Design dmem_dump_reader_flat, sky130hd; sources not shown.
### Cell sizes after repair

Drawn at 2 px/um.
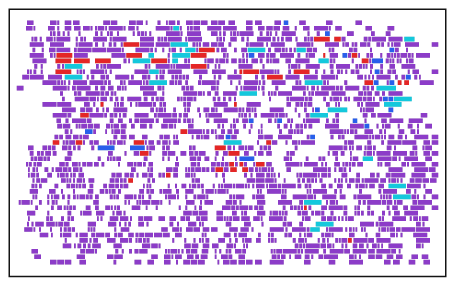
[red] drive 2 | cells: 44 | share: 2.5%
[purple] drive 1 or less | cells: 1668 | share: 95%
[cyan] drive 6 and up | cells: 29 | share: 1.6%
[blue] drive 3 to 4 | cells: 24 | share: 1.4%
synthesis-to-layout area growth: 19.8%
design area: 14500 sq um
bufs w/o clock: 165
crit path setup slack, layout: 5490 ps

### Selected gate families

Drawn at 2 px/um.
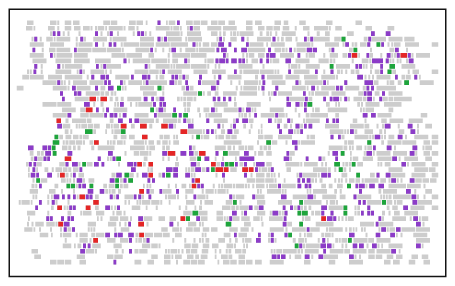
[red] AND-OR and OR-AND gates | cells: 37
[purple] inverting AOI/OAI gates | cells: 420 | where: all over the die
[green] AND and OR gates | cells: 59
most common cell after layout, fill and taps aside: nand2_1
post-route insts no fill: 2117
logic share of the area: 56.0%

### Congestion heat map

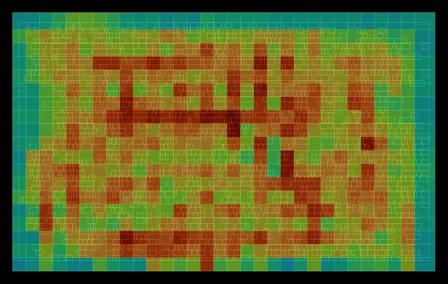
met1 Use GR: 43.5%
Routed wire per std cell: 19.8 um

==> out/metrics.cfg <==
[status]
run_status = complete, no violations

[final_timing]
report.final.slew_viol_count = 0
slew_headroom_pct = 44.8

[power_and_ir_drop]
finalPower_w = 0.00166
clockPowerShare_pct = 26.8
ir_drop_v = 0.0000569

[hold_path]
hold-path-cell-count = 2

[worst_setup_path]
cpPeakStageDelay_ps = 520
critPathLaunchType = input pin
crit_chain = clkdlybuf4s50_1, nor4_1, nand3_1, nor2_1, nand2_1, fa_1, a211oi_2, o31ai_4, o2111ai_1, o21a_1, o21ai_0, nor4b_4, nand2_1, nor4_1, o211ai_1, a21oi_1

[synth]
yosys_warnings = 0
postSynthSeqShare_pct = 28.5
synth_cell_types = 84
ys.flop_type = dfxtp_1

[finish]
drive_gt1_share_pct = 5.50
final_layout_top_logic_cells = nand2_1, dfxtp_1, nor2_1, a21oi_1, clkdlybuf4s50_1

[die]
std_cell_rows = 45
initial_core_util_pct = 46.7

[clock_tree]
cts_tree = yes
cts_made_buffers = 17

[routing]
final_antenna_net_count = 0

[per-layer routing]
metal,wire length (um),part of all wire [%],vias to the layer above
met5,0,0,-
met4,605,1.4,0
met3,4400,11,34
met2,16300,39,509
met1,20500,49,6037
li1,-,-,6142
[cell usage after synthesis, types with 5 or more instances]
library cell | number | area share, %
and2_1 | 7 | 0.36
ha_1 | 69 | 7.2
o21ai_0 | 102 | 4.2
a211oi_1 | 40 | 2.5
a32oi_1 | 5 | 0.36
nand2_1 | 257 | 8.0
nand3b_1 | 7 | 0.44
mux2i_1 | 11 | 0.91
xor2_1 | 34 | 2.5
or4_1 | 7 | 0.44
nor2b_1 | 9 | 0.47
o22ai_1 | 9 | 0.47
and3_1 | 23 | 1.2
nand3_1 | 41 | 1.7
a221oi_1 | 19 | 1.4
nor3_1 | 60 | 2.5
a22oi_1 | 13 | 0.81
a21oi_1 | 163 | 6.8
mux4_2 | 15 | 2.8
nand4_1 | 19 | 0.98
nand2b_1 | 10 | 0.52
a21o_1 | 10 | 0.62
o211ai_1 | 16 | 0.99
or3_1 | 10 | 0.52
a31oi_1 | 18 | 0.93
o221ai_1 | 10 | 0.73
inv_1 | 74 | 2.3
dfxtp_1 | 172 | 29
nor4_1 | 28 | 1.5
xnor2_1 | 31 | 2.2
nor3b_1 | 13 | 0.81
nor2_1 | 162 | 5.0
o21a_1 | 9 | 0.56
clkbuf_1 | 78 | 2.4
buf_1 | 6 | 0.19
[power by group through the flow]
| stage | sequential, W | combinational (W) | clock [W] |
|---|---|---|---|
| floorplan | 0.000609 | 0.000372 | 0 |
| global placement | 0.000600 | 0.000588 | 0 |
| detailed placement | 0.000599 | 0.000599 | 0 |
| CTS | 0.000588 | 0.000602 | 0.000447 |
| global route | 0.000594 | 0.000680 | 0.000467 |
| finish | 0.000587 | 0.000625 | 0.000444 |
[worst min-delay path, cell delays in order, from the launching register on]
cell,delay [ps]
dfxtp_1,320
nand2_1,50
nand2_1,40
[final cells by class]
cell class                 instances  area, sq um  share of cell area (%)
clock buffer                      22          474                    3.28
clock inverter                     8         60.1                   0.415
inverter                          76          285                    1.97
multi-input combinational       1322         8100                    56.0
sequential                       172         3440                    23.8
tap                              352          440                    3.05
timing repair buffer             165         1660                    11.5
[kinds of logic (layout without fill, tap and decap cells)]
kind of cell             after synthesis  count (layout)  synth area share, %
AND-OR/OR-AND                        457             457                 23.5
XOR/XNOR                              67              67                 4.98
adder cells (fa/ha/maj)               70              70                 7.32
buffers and inverters                167             271                 5.36
flip-flops                           172             172                 28.5
multiplexers                          27              27                 3.80
other                                  1              24               0.0311
AND/OR/NAND/NOR                      677             677                 26.4
[per-stage QoR]
stage	utilization, %	area [sq um]	setup WS, ps	cells	hold slack [ps]
floorplan	-	12200	6280	1661	261
global placement	53.4	13800	5240	2079	288
detailed placement	53.6	13900	5140	2083	297
CTS	55.7	14400	5580	2113	306
global route	56.0	14500	5110	2117	320
finish	56.0	14500	5490	2117	304
